layer_met3.png
(1 px per um)
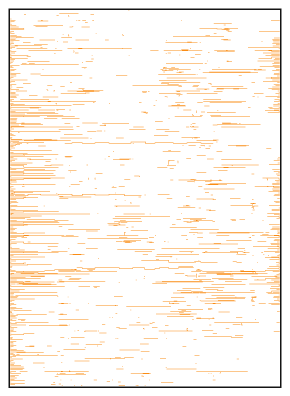
layer_met2.png
(1 px per um) Cells faint in the background.
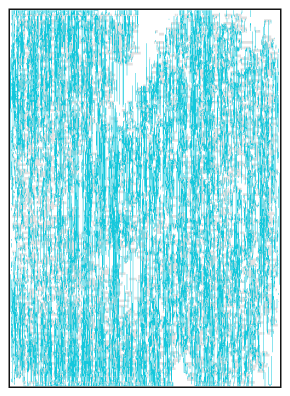
layer_met1.png
(1 px per um) Supply wires on this layer in grey.
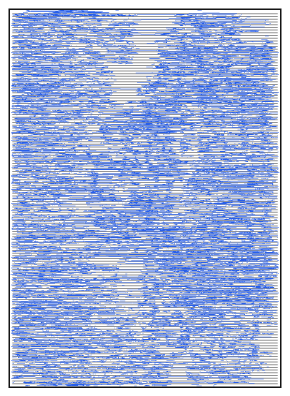
--- src/rtl/md4_pkg.sv ---
// Shared definitions for the iterative MD4 round engine.
// Holds the MD4 initial chaining values, the per-round additive constants,
// the per-round shift and message-word tables, the engine FSM state type and
// the 32-bit rotate helper used by the step datapath.
package md4_pkg;

  // Standard MD4 initial chaining values (word A is the least significant).
  localparam logic [31:0] IV_A = 32'h67452301;
  localparam logic [31:0] IV_B = 32'hEFCDAB89;
  localparam logic [31:0] IV_C = 32'h98BADCFE;
  localparam logic [31:0] IV_D = 32'h10325476;

  // Additive constants for rounds 1, 2 and 3.
  localparam logic [31:0] K1 = 32'h00000000;
  localparam logic [31:0] K2 = 32'h5A827999;
  localparam logic [31:0] K3 = 32'h6ED9EBA1;

  // Shift tables, four 5-bit entries each; entry n sits at bits [5n +: 5].
  localparam logic [19:0] S1_TABLE = {5'd19, 5'd11, 5'd7, 5'd3};
  localparam logic [19:0] S2_TABLE = {5'd13, 5'd9,  5'd5, 5'd3};
  localparam logic [19:0] S3_TABLE = {5'd15, 5'd11, 5'd9, 5'd3};

  // Message-word order for rounds 2 and 3; entry j sits at bits [4j +: 4].
  // Round 1 uses the identity order, so it needs no table.
  localparam logic [63:0] X2_TABLE = 64'hFB73EA62D951C840;
  localparam logic [63:0] X3_TABLE = 64'hF7B3D591E6A2C480;

  typedef enum logic [1:0] {
    IDLE = 2'd0,
    RUN  = 2'd1,
    FIN  = 2'd2
  } fsm_state_t;

  // Rotate left; shifting a doubled copy avoids a special case for s = 0.
  function automatic logic [31:0] rotl32(input logic [31:0] x, input logic [4:0] s);
    logic [63:0] dbl;
    dbl = {x, x} << s;
    return dbl[63:32];
  endfunction

  // Shift amount for a step, selected by round and by the low two bits of j.
  function automatic logic [4:0] shift_amt(input logic [1:0] round_sel, input logic [1:0] j_lo);
    logic [4:0] s;
    case (round_sel)
      2'd1:    s = S2_TABLE[{j_lo, 2'b00} + {3'b000, j_lo} +: 5];
      2'd2:    s = S3_TABLE[{j_lo, 2'b00} + {3'b000, j_lo} +: 5];
      default: s = S1_TABLE[{j_lo, 2'b00} + {3'b000, j_lo} +: 5];
    endcase
    return s;
  endfunction

  // Index of the message word consumed at step j of the given round.
  function automatic logic [3:0] word_index(input logic [1:0] round_sel, input logic [3:0] j);
    logic [3:0] k;
    case (round_sel)
      2'd1:    k = X2_TABLE[{j, 2'b00} +: 4];
      2'd2:    k = X3_TABLE[{j, 2'b00} +: 4];
      default: k = j;
    endcase
    return k;
  endfunction

endpackage

--- src/rtl/md4_step.sv ---
// One combinational MD4 step: t = rotl32(a + fn(b,c,d) + x + K, s).
// Ports:
//   a, b, c, d  - current working words
//   x           - selected message word X[k]
//   round_sel   - 0: F / K1, 1: G / K2, 2: H / K3
//   s           - rotate amount
//   t           - new value that replaces b in the engine's word rotation
module md4_step
  import md4_pkg::*;
(
  input  logic [31:0] a,
  input  logic [31:0] b,
  input  logic [31:0] c,
  input  logic [31:0] d,
  input  logic [31:0] x,
  input  logic [1:0]  round_sel,
  input  logic [4:0]  s,
  output logic [31:0] t
);

  logic [31:0] fn_val;
  logic [31:0] k_val;
  logic [31:0] sum;

  always_comb begin
    fn_val = (b & c) | (~b & d);
    k_val  = K1;
    case (round_sel)
      2'd1: begin
        fn_val = (b & c) | (b & d) | (c & d);
        k_val  = K2;
      end
      2'd2: begin
        fn_val = b ^ c ^ d;
        k_val  = K3;
      end
      default: begin
        fn_val = (b & c) | (~b & d);
        k_val  = K1;
      end
    endcase
  end

  assign sum = a + fn_val + x + k_val;
  assign t   = rotl32(sum, s);

endmodule

--- src/rtl/md4_round_engine.sv ---
// Iterative MD4 round engine: runs rounds 1..NUM_ROUNDS over one 512-bit
// block, one step per clock, through a single shared md4_step datapath.
// Ports:
//   clk, rst_n  - clock and synchronous active-low reset
//   start       - request, accepted only while ready is high
//   state_in    - chaining state {D,C,B,A}
//   block_in    - message block, word j at [32j +: 32]
//   ready       - engine idle
//   done        - one-cycle pulse when state_out is updated
//   state_out   - result {D,C,B,A}, held until the next completion
module md4_round_engine
  import md4_pkg::*;
#(
  parameter int unsigned NUM_ROUNDS  = 3,
  parameter int unsigned FEEDFORWARD = 1
) (
  input  logic         clk,
  input  logic         rst_n,
  input  logic         start,
  input  logic [127:0] state_in,
  input  logic [511:0] block_in,
  output logic         ready,
  output logic         done,
  output logic [127:0] state_out
);

  localparam logic [5:0] LAST_STEP = 6'(16 * NUM_ROUNDS - 1);

  fsm_state_t   state_reg, state_next;
  logic [5:0]   step_reg;
  logic [31:0]  a_reg, b_reg, c_reg, d_reg;
  logic [127:0] iv_reg;
  logic [511:0] block_reg;
  logic [127:0] state_out_reg;
  logic         done_reg;

  logic [1:0]   round_sel;
  logic [3:0]   j_idx;
  logic [3:0]   k_idx;
  logic [4:0]   shift;
  logic [31:0]  x_word;
  logic [31:0]  t_word;
  logic [127:0] work;
  logic [127:0] result;

  // Step index i = 16*r + j, so the round and in-round index are bit fields.
  assign round_sel = step_reg[5:4];
  assign j_idx     = step_reg[3:0];
  assign k_idx     = word_index(round_sel, j_idx);
  assign shift     = shift_amt(round_sel, j_idx[1:0]);
  assign x_word    = block_reg[{k_idx, 5'b00000} +: 32];

  md4_step u_step (
    .a         (a_reg),
    .b         (b_reg),
    .c         (c_reg),
    .d         (d_reg),
    .x         (x_word),
    .round_sel (round_sel),
    .s         (shift),
    .t         (t_word)
  );

  // After a multiple of four steps the word rotation is back to its
  // starting alignment, so a_reg holds A again.
  assign work = {d_reg, c_reg, b_reg, a_reg};

  for (genvar gi = 0; gi < 4; gi++) begin : g_result
    if (FEEDFORWARD != 0) begin : g_ff
      assign result[32*gi +: 32] = work[32*gi +: 32] + iv_reg[32*gi +: 32];
    end else begin : g_raw
      assign result[32*gi +: 32] = work[32*gi +: 32];
    end
  end

  always_comb begin
    state_next = state_reg;
    case (state_reg)
      IDLE:    if (start) state_next = RUN;
      RUN:     if (step_reg == LAST_STEP) state_next = FIN;
      FIN:     state_next = IDLE;
      default: state_next = IDLE;
    endcase
  end

  always_ff @(posedge clk) begin
    if (!rst_n) begin
      state_reg     <= IDLE;
      step_reg      <= '0;
      a_reg         <= '0;
      b_reg         <= '0;
      c_reg         <= '0;
      d_reg         <= '0;
      iv_reg        <= '0;
      block_reg     <= '0;
      state_out_reg <= '0;
      done_reg      <= 1'b0;
    end else begin
      state_reg <= state_next;
      done_reg  <= 1'b0;
      case (state_reg)
        IDLE: begin
          if (start) begin
            a_reg     <= state_in[31:0];
            b_reg     <= state_in[63:32];
            c_reg     <= state_in[95:64];
            d_reg     <= state_in[127:96];
            iv_reg    <= state_in;
            block_reg <= block_in;
            step_reg  <= '0;
          end
        end
        RUN: begin
          a_reg    <= d_reg;
          b_reg    <= t_word;
          c_reg    <= b_reg;
          d_reg    <= c_reg;
          step_reg <= step_reg + 6'd1;
        end
        FIN: begin
          state_out_reg <= result;
          done_reg      <= 1'b1;
        end
        default: ;
      endcase
    end
  end

  assign ready     = (state_reg == IDLE);
  assign done      = done_reg;
  assign state_out = state_out_reg;

endmodule

--- config.mk ---
export PLATFORM = sky130hd
export DESIGN_NAME = md4_round_engine
export DESIGN_NICKNAME = d
export VERILOG_FILES = /design/src/rtl/md4_pkg.sv /design/src/rtl/md4_step.sv /design/src/rtl/md4_round_engine.sv
export SDC_FILE = /design/constraint.sdc
export NUM_CORES = 2
export LEC_CHECK = 0
export CORE_ASPECT_RATIO = 1.4
export CORE_MARGIN = 2
export CORE_UTILIZATION = 48
export CTS_CLUSTER_SIZE = 40
export DETAILED_ROUTE_END_ITERATION = 8
export DONT_BUFFER_PORTS = 1
export SLEW_MARGIN = 20
export SYNTH_ARGS = -nofsm -noshare
export SYNTH_HDL_FRONTEND = slang
export SYNTH_SLANG_ARGS = --single-unit
--- constraint.sdc ---
create_clock -name clk -period 9.21 [get_ports clk]
set_input_delay 2.763 -clock clk [delete_from_list [all_inputs] [get_ports clk]]
set_output_delay 2.763 -clock clk [all_outputs]
set_load 0.1 [all_outputs]
==> impl_metrics.csv <==
group,metric,value,unit
route,viasPerCell,5.99,
floorplan,coreArea,98200,um2
global_route,grt_pass1_wl,266000,um
power_and_ir_drop,swShare,0.311,
route,postRouteAntennaNets,0,
layout,flop_area,18100,um2
critical_path,cpPeakStageDelay,590,ps
clock_tree,cts_max_path_buffers,3,
route,routed-wl-met2,90200,um
layout,syn_to_final_growth,8.68,%
global_route,grt_pass1_vias,40600,
timing,rsz0062_at_grt,"false",
route,top_layer,"met5",
floorplan,chip_area,102000,um2
power_and_ir_drop,powerDensity,198,nW/um2
yosys,ys_seq_share,0.381,
layout,largest_reg_flops,512,
worst_hold_path,hp-start,"block_reg[353]",
timing,fin_setup_tns,0,ps
route,dr.pass1.iters,7,
worst_hold_path,min_path_type,"reg2reg",
layout,comb_area,27500,um2
yosys,syn_area,47600,um2
yosys,ys_warn_count,0,
critical_path,r2r_start,"step_reg[4]",
power_and_ir_drop,p_int,0.00706,W
yosys,synth.ff_latch_count,905,
timing,worst_slew_pin_slew,1220,ps
power_and_ir_drop,p_leak,20.1,nW
power_and_ir_drop,max-vdd-ir-drop,0.184,mV
floorplan,ioPinCount,773,
floorplan,fp_util,0.484,
route,met3WireLength,12500,um
timing,setup_violations,0,
timing,hold_violations,0,
yosys,yosysChipArea,47600,um2
timing,drv_slew,0,
clock_tree,post_cts_resized,0,
yosys,edf_count,0,
clock_tree,cts_buffers,91,
clock_tree,tritoncts,"done",
power_and_ir_drop,switching_power,0.00319,W
yosys,top_cell,"nand2_1",
floorplan,fp.dieW,270,um
clock_tree,post-cts-setup-buffers,0,
yosys,synth.top_cell.area_share,0.381,
yosys,synth-main-ff-cell,"dfxtp_1",
global_route,grt_max_degree,228,
timing,period_minus_slack,7540,ps
timing,max_slew_margin,0.183,
timing,holdWs,451,ps
critical_path,crit_path_end_kind,"register",
clock_tree,htreeDepth,3,
yosys,syn_inst,5890,
layout,final_util,0.526,
route,wire_per_inst,26.0,um
yosys,synth-async-reset-ratio,0,
run_status,status,"complete, no violations",
Back to the opening pictures, layer_met3.png:
nets with wire on the layer	851
main direction	horizontal
final WL: 184000 um
met3 GRT Util: 0.0624

Back to the opening pictures, layer_met2.png:
longest straight run	135 um
nets with wire on the layer	5335
wire length on this layer	90.2 mm
met2 usage: 0.606
DR vias: 42300

Back to the opening pictures, layer_met1.png:
longest straight run	122 um
wire length on this layer	70.3 mm
share of all routed wire	38%
Global Route met1 Usage: 0.412

[layout make-up]
cell class	instances	share of cell area
Antenna cell	21	0.00102
Clock buffer	124	0.0508
Clock inverter	45	0.0106
Inverter	125	0.00922
Multi-Input combinational cell	4453	0.533
Sequential cell	905	0.351
Tap cell	1311	0.0317
Timing Repair Buffer	76	0.0135
[power by group through the flow]
stage | Clock, W | Combinational (W) | Sequential, W
floorplan | 0 | 0.00131 | 0.00434
finish | 0.00397 | 0.00192 | 0.00436
CTS | 0.00400 | 0.00190 | 0.00436
global route | 0.00416 | 0.00209 | 0.00438
global placement | 0 | 0.00188 | 0.00444
detailed placement | 0 | 0.00189 | 0.00444
[cells in the final DEF (no fill, tap or decap), drive strengths merged, types with 20 or more instances in the layout]
cell	count
nand2b	32
mux2i	75
o21a	32
ha	174
clkbuf	124
xnor2	74
buf	76
o211ai	33
or3	20
xor2	50
mux2	36
nor3	44
nand3	51
dfxtp	905
fa	91
a21o	57
o21bai	22
clkinv	33
a31oi	124
diode	21
o21ai	133
inv	128
nand2	1797
nor2b	36
a211oi	67
nor2	175
a221oi	36
a21oi	941
mux4	125
[kinds of logic (layout without fill, tap and decap cells)]
kind of cell / Yosys count / after routing / share of synthesized area
simple gates: 2239 / 2239 / 0.189
compound gates: 1589 / 1589 / 0.197
flops: 905 / 905 / 0.381
buf+inv: 532 / 370 / 0.0422
fa+ha+maj: 265 / 265 / 0.0841
mux: 236 / 236 / 0.0836
xor+xnor: 124 / 124 / 0.0230
other cells: 0 / 21 / 0
[worst paths after layout]
check	endpoint	slack, ps	cells past startpoint
max reg2reg	b_reg[13]	1670	22
max	b_reg[13]	1670	22
min reg2reg	block_reg[353]	450	2
min	block_reg[353]	450	2
Power and IR drop assume default switching activity.
